Fig. 1: wire density map
(4 px per µm) 16 x 16 tiles, from black (low) to pale yellow (high), scaled to the fullest tile. Values are wire area over tile area, all layers added.
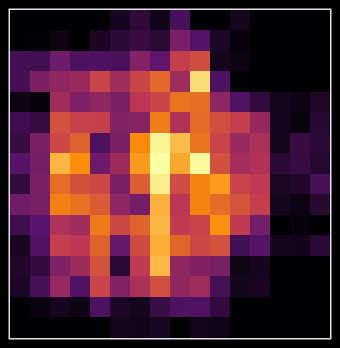
Fig. 2: the metal 3 layer
(6 px per µm)
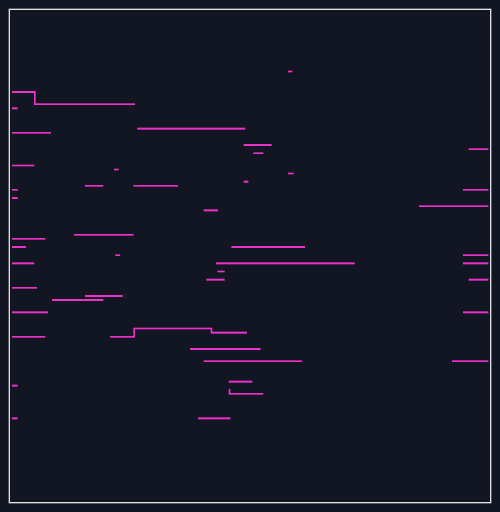
Fig. 3: register map, names as in the netlist
(4 px per µm) Other sequential cells in the stronger grey, the rest of the logic in the fainter grey.
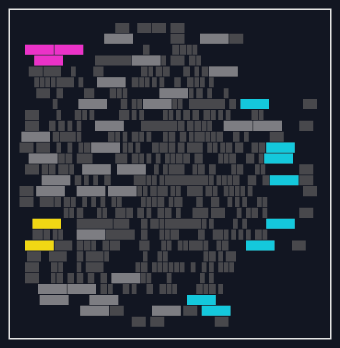
Fig. 4: the clock network
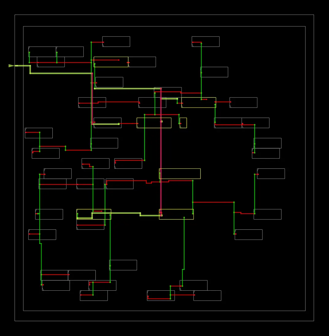
Fig. 5: sizing map
(6 px per µm)
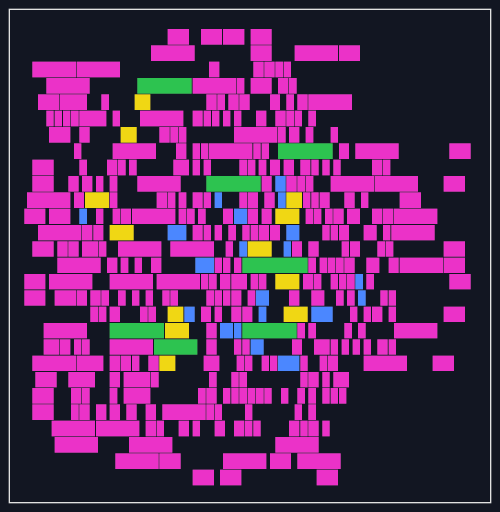
## src/rtl/tt_sweep_pkg.sv

```systemverilog
`default_nettype none
// ============================================================================
//  Module      : tt_sweep_pkg
//  Description : Shared types and helpers for the truth-table sweeper.
//                - tt_state_e  : sweep FSM state encoding
//                - TT_VECTORS  : number of input combinations of a 3-input gate
//                - tt_code_bit : maps input index to its bit in the function code
//  Revision    : 1.0 - initial release
// ============================================================================
package tt_sweep_pkg;

  typedef enum logic [1:0] {
    IDLE   = 2'd0,
    SETTLE = 2'd1,
    SAMPLE = 2'd2,
    DONE   = 2'd3
  } tt_state_e;

  localparam int TT_VECTORS = 8;

  // Wolfram-style code: the response to index 0 lands in the MSB.
  function automatic logic [2:0] tt_code_bit(input logic [2:0] idx);
    return 3'd7 - idx;
  endfunction

endpackage
`default_nettype wire

```

## src/rtl/tt_vector_sampler.sv

```systemverilog
`default_nettype none
// ============================================================================
//  Module      : tt_vector_sampler
//  Description : Per-vector timing and sampling for the truth-table sweeper.
//                Counts the settle interval, then samples dut_out for
//                SAMPLE_CYCLES cycles, keeping the first sample and flagging
//                any later sample that disagrees with it.
//  Ports       : clk, reset       - clock, synchronous active-high reset
//                settle_en         - top FSM is in SETTLE
//                sample_en         - top FSM is in SAMPLE
//                dut_out           - response of the gate under test
//                settle_done       - last settle cycle (combinational)
//                vec_done          - last sample cycle (combinational)
//                vec_bit           - first sample of the current vector
//                vec_glitch        - this cycle's sample differs from the first
//  Revision    : 1.0 - initial release
// ============================================================================
module tt_vector_sampler #(
  parameter int SETTLE_CYCLES = 4,
  parameter int SAMPLE_CYCLES = 2
) (
  input  logic clk,
  input  logic reset,
  input  logic settle_en,
  input  logic sample_en,
  input  logic dut_out,
  output logic settle_done,
  output logic vec_done,
  output logic vec_bit,
  output logic vec_glitch
);

  localparam int c_SW = $clog2(SETTLE_CYCLES) + 1;
  localparam int c_MW = $clog2(SAMPLE_CYCLES) + 1;

  localparam logic [c_SW-1:0] c_SETTLE_LAST = c_SW'(SETTLE_CYCLES - 1);
  localparam logic [c_MW-1:0] c_SAMPLE_LAST = c_MW'(SAMPLE_CYCLES - 1);
  localparam logic [c_SW-1:0] c_SETTLE_ONE  = c_SW'(1);
  localparam logic [c_MW-1:0] c_SAMPLE_ONE  = c_MW'(1);

  logic [c_SW-1:0] r_settle_cnt;
  logic [c_MW-1:0] r_sample_cnt;
  logic            r_first;
  logic            w_first_sample;

  assign w_first_sample = (r_sample_cnt == '0);

  assign settle_done = settle_en && (r_settle_cnt == c_SETTLE_LAST);
  assign vec_done    = sample_en && (r_sample_cnt == c_SAMPLE_LAST);

  // During the first sample cycle the live response is the first sample;
  // afterwards the captured copy is reported so the code bit stays stable.
  assign vec_bit    = w_first_sample ? dut_out : r_first;
  assign vec_glitch = sample_en && !w_first_sample && (dut_out != r_first);

  always_ff @(posedge clk) begin
    if (reset) begin
      r_settle_cnt <= '0;
      r_sample_cnt <= '0;
      r_first      <= 1'b0;
    end else begin
      // Counters rewind on their last cycle so the next vector starts clean.
      if (settle_en && !settle_done) begin
        r_settle_cnt <= r_settle_cnt + c_SETTLE_ONE;
      end else begin
        r_settle_cnt <= '0;
      end

      if (sample_en && !vec_done) begin
        r_sample_cnt <= r_sample_cnt + c_SAMPLE_ONE;
      end else begin
        r_sample_cnt <= '0;
      end

      if (sample_en && w_first_sample) begin
        r_first <= dut_out;
      end
    end
  end

endmodule
`default_nettype wire

```

## src/rtl/truth_table_sweeper.sv

```systemverilog
`default_nettype none
// ============================================================================
//  Module      : truth_table_sweeper
//  Description : Reads back the logic function of a 3-input, 1-output gate.
//                Steps {in1,in2,in3} through 0..7, holds each vector for
//                SETTLE_CYCLES, samples the response SAMPLE_CYCLES times and
//                assembles the 8-bit Wolfram-style function code plus
//                per-bit instability flags.
//  Ports       : clk, reset              - clock, synchronous active-high reset
//                start                   - begin a sweep (honoured in IDLE)
//                expected[7:0]           - reference code, latched on start
//                busy                    - sweep in progress
//                done                    - one-cycle pulse, results valid
//                code[7:0]               - extracted function code
//                unstable[7:0]           - per-code-bit glitch flags
//                match                   - code == expected and no glitches
//                dut_in1/dut_in2/dut_in3 - stimulus to the gate
//                dut_out                 - gate response
//  Revision    : 1.0 - initial release
// ============================================================================
module truth_table_sweeper
  import tt_sweep_pkg::*;
#(
  parameter int SETTLE_CYCLES = 4,   // must be >= 1
  parameter int SAMPLE_CYCLES = 2    // must be >= 1
) (
  input  logic       clk,
  input  logic       reset,
  input  logic       start,
  input  logic [7:0] expected,
  output logic       busy,
  output logic       done,
  output logic [7:0] code,
  output logic [7:0] unstable,
  output logic       match,
  output logic       dut_in1,
  output logic       dut_in2,
  output logic       dut_in3,
  input  logic       dut_out
);

  localparam logic [2:0] c_LAST_IDX = 3'(TT_VECTORS - 1);

  tt_state_e  r_state;
  logic [2:0] r_idx;
  logic [7:0] r_expected_q;

  logic       w_settle_done;
  logic       w_vec_done;
  logic       w_vec_bit;
  logic       w_vec_glitch;
  logic [2:0] w_bit;
  logic [7:0] w_code_next;
  logic [7:0] w_unstable_next;

  tt_vector_sampler #(
    .SETTLE_CYCLES (SETTLE_CYCLES),
    .SAMPLE_CYCLES (SAMPLE_CYCLES)
  ) u_sampler (
    .clk         (clk),
    .reset       (reset),
    .settle_en   (r_state == SETTLE),
    .sample_en   (r_state == SAMPLE),
    .dut_out     (dut_out),
    .settle_done (w_settle_done),
    .vec_done    (w_vec_done),
    .vec_bit     (w_vec_bit),
    .vec_glitch  (w_vec_glitch)
  );

  assign w_bit = tt_code_bit(r_idx);

  // Next-value view of the result registers; match is evaluated on these so
  // the final vector's bit is included on the edge that enters DONE.
  always_comb begin
    w_code_next     = code;
    w_unstable_next = unstable;
    if (r_state == SAMPLE) begin
      w_code_next[w_bit]     = w_vec_bit;
      w_unstable_next[w_bit] = unstable[w_bit] | w_vec_glitch;
    end
  end

  always_ff @(posedge clk) begin
    if (reset) begin
      r_state                     <= IDLE;
      r_idx                       <= 3'd0;
      r_expected_q                <= 8'h00;
      busy                        <= 1'b0;
      done                        <= 1'b0;
      code                        <= 8'h00;
      unstable                    <= 8'h00;
      match                       <= 1'b0;
      {dut_in1, dut_in2, dut_in3} <= 3'd0;
    end else begin
      done <= 1'b0;
      case (r_state)
        IDLE: begin
          if (start) begin
            r_state                     <= SETTLE;
            r_idx                       <= 3'd0;
            r_expected_q                <= expected;
            busy                        <= 1'b1;
            code                        <= 8'h00;
            unstable                    <= 8'h00;
            match                       <= 1'b0;
            {dut_in1, dut_in2, dut_in3} <= 3'd0;
          end
        end

        SETTLE: begin
          if (w_settle_done) begin
            r_state <= SAMPLE;
          end
        end

        SAMPLE: begin
          code     <= w_code_next;
          unstable <= w_unstable_next;
          if (w_vec_done) begin
            if (r_idx == c_LAST_IDX) begin
              r_state                     <= DONE;
              done                        <= 1'b1;
              match                       <= (w_code_next == r_expected_q) &&
                                             (w_unstable_next == 8'h00);
              {dut_in1, dut_in2, dut_in3} <= 3'd0;
            end else begin
              // Stimulus changes on the same edge that re-enters SETTLE.
              r_state                     <= SETTLE;
              r_idx                       <= r_idx + 3'd1;
              {dut_in1, dut_in2, dut_in3} <= r_idx + 3'd1;
            end
          end
        end

        DONE: begin
          r_state <= IDLE;
          busy    <= 1'b0;
        end

        default: begin
          r_state <= IDLE;
          busy    <= 1'b0;
        end
      endcase
    end
  end

endmodule
`default_nettype wire

```

## config.mk

```make
export PLATFORM = sky130hd
export DESIGN_NAME = truth_table_sweeper
export DESIGN_NICKNAME = d
export VERILOG_FILES = /design/src/rtl/tt_sweep_pkg.sv /design/src/rtl/tt_vector_sampler.sv /design/src/rtl/truth_table_sweeper.sv
export SDC_FILE = /design/constraint.sdc
export NUM_CORES = 1
export LEC_CHECK = 0
export ABC_AREA = 1
export CAP_MARGIN = 20
export CORE_AREA = 2 2 78 80
export CTS_BUF_LIST = sky130_fd_sc_hd__clkbuf_16
export DETAILED_ROUTE_END_ITERATION = 8
export DIE_AREA = 0 0 80 82
export GPL_ROUTABILITY_DRIVEN = 0
export MAX_ROUTING_LAYER = met4
export PLACE_DENSITY = 0.72
export RECOVER_POWER = 100
export REMOVE_ABC_BUFFERS = 1
export SYNTH_ARGS = -nofsm -noshare
export SYNTH_HDL_FRONTEND = slang
export SYNTH_SLANG_ARGS = --single-unit
```

## constraint.sdc

```tcl
create_clock -name clk -period 2.23 [get_ports clk]
set_input_delay 0.446 -clock clk [delete_from_list [all_inputs] [get_ports clk]]
set_output_delay 0.446 -clock clk [all_outputs]
set_load 0.005 [all_outputs]
```

==> flow_summary.yaml <==
# generated from flow reports
worst_setup_path:
  worst_path_largest_cell_delay_ps: 450
  worst-path-buf-inv: 1
  setup.worst_path.end_class: "register"
  criticalPathCategory: "reg -> reg"
  crit_family: "simple AND/OR/NAND/NOR gates"
  critPathSlowestCell: "dfxtp_1"
  crit_required_ps: 2450
  start_kind: "register"
  critical_path.most_common_cell: "nand2_1"
drt:
  route.detailed.wl_per_inst_um: 12.2
  drt_pass1_iterations: 4
  via_per_inst: 4.92
  detail_route.drc_violations: 0
  antenna_violating_nets_post_route: 0
clock_network:
  h-tree-depth: 2
  tritoncts: "done"
  worstSkewPairLatency_ps: 290
  cts.repair_timing.setup_buffer_count: 0
  cts_root_buf: "clkbuf_16"
  cts-hold-fix-buffers: 0
  clockBufferDepth: 2
placement:
  port_buffers: 33
  dpl.cell_count: 455
timing:
  report.final.setup_viol: 0
  report.final.slew_viol_count: 0
  period_needed_ps: 1950
  setup-tns-final_ps: 0
  achievable-frequency_ghz: 0.514
  finalHoldViolations: 0
  max_slew_headroom_at_the_worst_pin_pct: 58.6
synthesis:
  top_area_share_pct: 35.7
  top_area_cell: "dfxtp_1"
  yosysWarningCount: 0
  seq_area_frac_synth_pct: 35.7
  post_synth_num_cell_types: 28
  avgSynthCellArea_um2: 6.60
  top_cells_by_area: "dfxtp_1 36%, nand2_1 17%, nand3_1 7.4%"
  ys.flops: 41
  synth-area-yosys_um2: 2300
  synthCells: 348
floorplan:
  core-area_um2: 5750
  rows: 28
  die.size.x_um: 80
  initial_core_util_pct: 40.0
  die_area_um2: 6560
pwr:
  power.density_nw_per_um2: 651
cells_and_area:
  cell_count_final_fillers_out: 462
  layout.cells.most_common: "nand2_1"
  drive_above_1_share_pct: 10.1
  final.fill_count: 625
  nets: 405
  final-comb-area_um2: 1240
global_route:
  vias_in_the_first_global_route: 2168
  maximum_number_of_pins_on_one_net_before_global_route_repair: 16
  globalRouteTotalUtil_pct: 19.7
  initial_antenna_violation_count: 0
job:
  stage_log_warnings: 26
  max-cap-violations: 0
outcome:
  run_status: "finished, final reports clean"
worst_hold_path:
  holdCritPathClass: "reg -> reg"
-- Fig. 1 (at the start) --
mean over tiles: 0.14
tiles over half the peak: 27%
nearly empty tiles: 20%

-- Fig. 2 (at the start) --
wire length on this layer: 266 µm
nets with wire on the layer: 39
share of all routed wire: 4.7%
detailed-route via count: 2272
met3 track demand over resource in global routing: 3.85%
post-detailed-routing wire length: 5630 µm

-- Fig. 3 (at the start) --
[cyan] unstable | placed flops: 8
[yellow] u_sampler.r_sample_cnt | placed flops: 2
[magenta] u_sampler.r_settle_cnt | placed flops: 3
not coloured: 28

-- Fig. 4 (at the start) --
Clock group: 815 µW
Setup Skew: 5.22 ps
number of clock sinks: 41
total CTS buffers: 5

-- Fig. 5 (at the start) --
[green] drive 6 and up | cells: 7 | share: 1.8% | most used: clkbuf_16
[magenta] drive 1 or less | cells: 348 | share: 90% | most used: nand2_1
[blue] drive 2 | cells: 20 | share: 5.2% | most used: inv_2
[yellow] drive 3 to 4 | cells: 12 | share: 3.1%
Worst Slack Setup Final: 283 ps
final cell area excluding filler cells: 2880 µm²
layout overhead on the synthesized area: 25.3%
Buffers excl. clock: 41

state kept, by name, summed over array words and instances (netlist names):
signal                  cells
busy                        1
match                       1
u_sampler.r_sample_cnt      2
done                        1
dut_in2                     1
r_idx                       3
unstable                    8
r_state                     2
u_sampler.r_settle_cnt      3
u_sampler.r_first           1
dut_in1                     1
r_expected_q                8
dut_in3                     1
code                        8
cell type report:
type / instances / area share, %
multi-input cells: 249 / 43.1
flip-flops and latches: 41 / 28.5
repair buffers: 41 / 13.2
inverters: 49 / 6.39
clock buffers: 5 / 4.35
well taps: 75 / 3.26
clock inverters: 2 / 1.22
final timing paths:
path	to	cells past startpoint	slack, ps	startpoint
worst max-delay path	match	12	280	r_state[1]
worst min-delay path	u_sampler.r_settle_cnt[0]	1	420	u_sampler.r_settle_cnt[0]
worst max register to register	match	12	280	r_state[1]
worst min register to register	u_sampler.r_settle_cnt[0]	1	420	u_sampler.r_settle_cnt[0]
per-layer routing:
layer	vias to the layer above	track usage, %	part of all wire [%]
met4	0	5.42	1.5
li1	1189	-	-
met1	1012	25.2	46
met2	59	32.0	47
met5	-	-	0
met3	12	3.85	4.7
power breakdown:
part           internal [µW]  switching (µW)  total [µW]  leakage [µW]
logic                   95.9             170         266      0.000878
clock network            520             295         815     0.0000797
registers                765            26.8         792      0.000333
total                   1380             492        1870       0.00129
cell families after synthesis:
| kind of cell | after synthesis | synth area share, % |
|---|---|---|
| fa+ha+maj | 6 | 3.27 |
| compound gates | 58 | 13.4 |
| flops | 41 | 35.7 |
| buf+inv | 58 | 10.2 |
| simple gates | 185 | 37.4 |
cell usage after synthesis:
| cell | instances |
|---|---|
| buf_6 | 2 |
| nand2_4 | 2 |
| o21ai_1 | 5 |
| nand3_1 | 34 |
| nand3b_1 | 3 |
| a21oi_1 | 31 |
| o21bai_1 | 2 |
| dfxtp_1 | 41 |
| o31ai_1 | 1 |
| nor2_2 | 3 |
| nand2_1 | 104 |
| ha_1 | 6 |
| inv_2 | 10 |
| nor3_1 | 3 |
| a21oi_2 | 3 |
| buf_2 | 1 |
| nand2_2 | 2 |
| nor2_4 | 5 |
| buf_1 | 1 |
| or2_0 | 1 |
| nor2_8 | 1 |
| inv_1 | 39 |
| nand3_2 | 2 |
| or2_1 | 3 |
| nor3b_1 | 1 |
| nor2_1 | 21 |
| clkbuf_1 | 5 |
| o21ai_0 | 16 |
per-stage QoR:
stage | util, % | total power [µW] | worst slack [ps] | instance area [µm²] | hold slack, ps
floorplan | - | 970 | 502 | 2250 | 399
global route | 50.1 | 1960 | 42.0 | 2880 | 434
global placement | 47.6 | 1080 | 126 | 2730 | 408
detailed placement | 47.6 | 1080 | 94.2 | 2730 | 420
CTS | 50.3 | 1890 | 280 | 2890 | 428
finish | 50.1 | 1870 | 283 | 2880 | 423
worst reg2reg max path: stages, from the launching register on:
cell and delay [ps]:
dfxtp_1 450, inv_1 120, nor2_4 320, nand2_4 160, nor2_4 140, nand2_1 90, nand3_1 80, nand3_1 80
nor2_1 130, nand2_1 60, nor2_1 80, nand2_1 70, a21oi_2 100
Power and IR drop assume default switching activity.
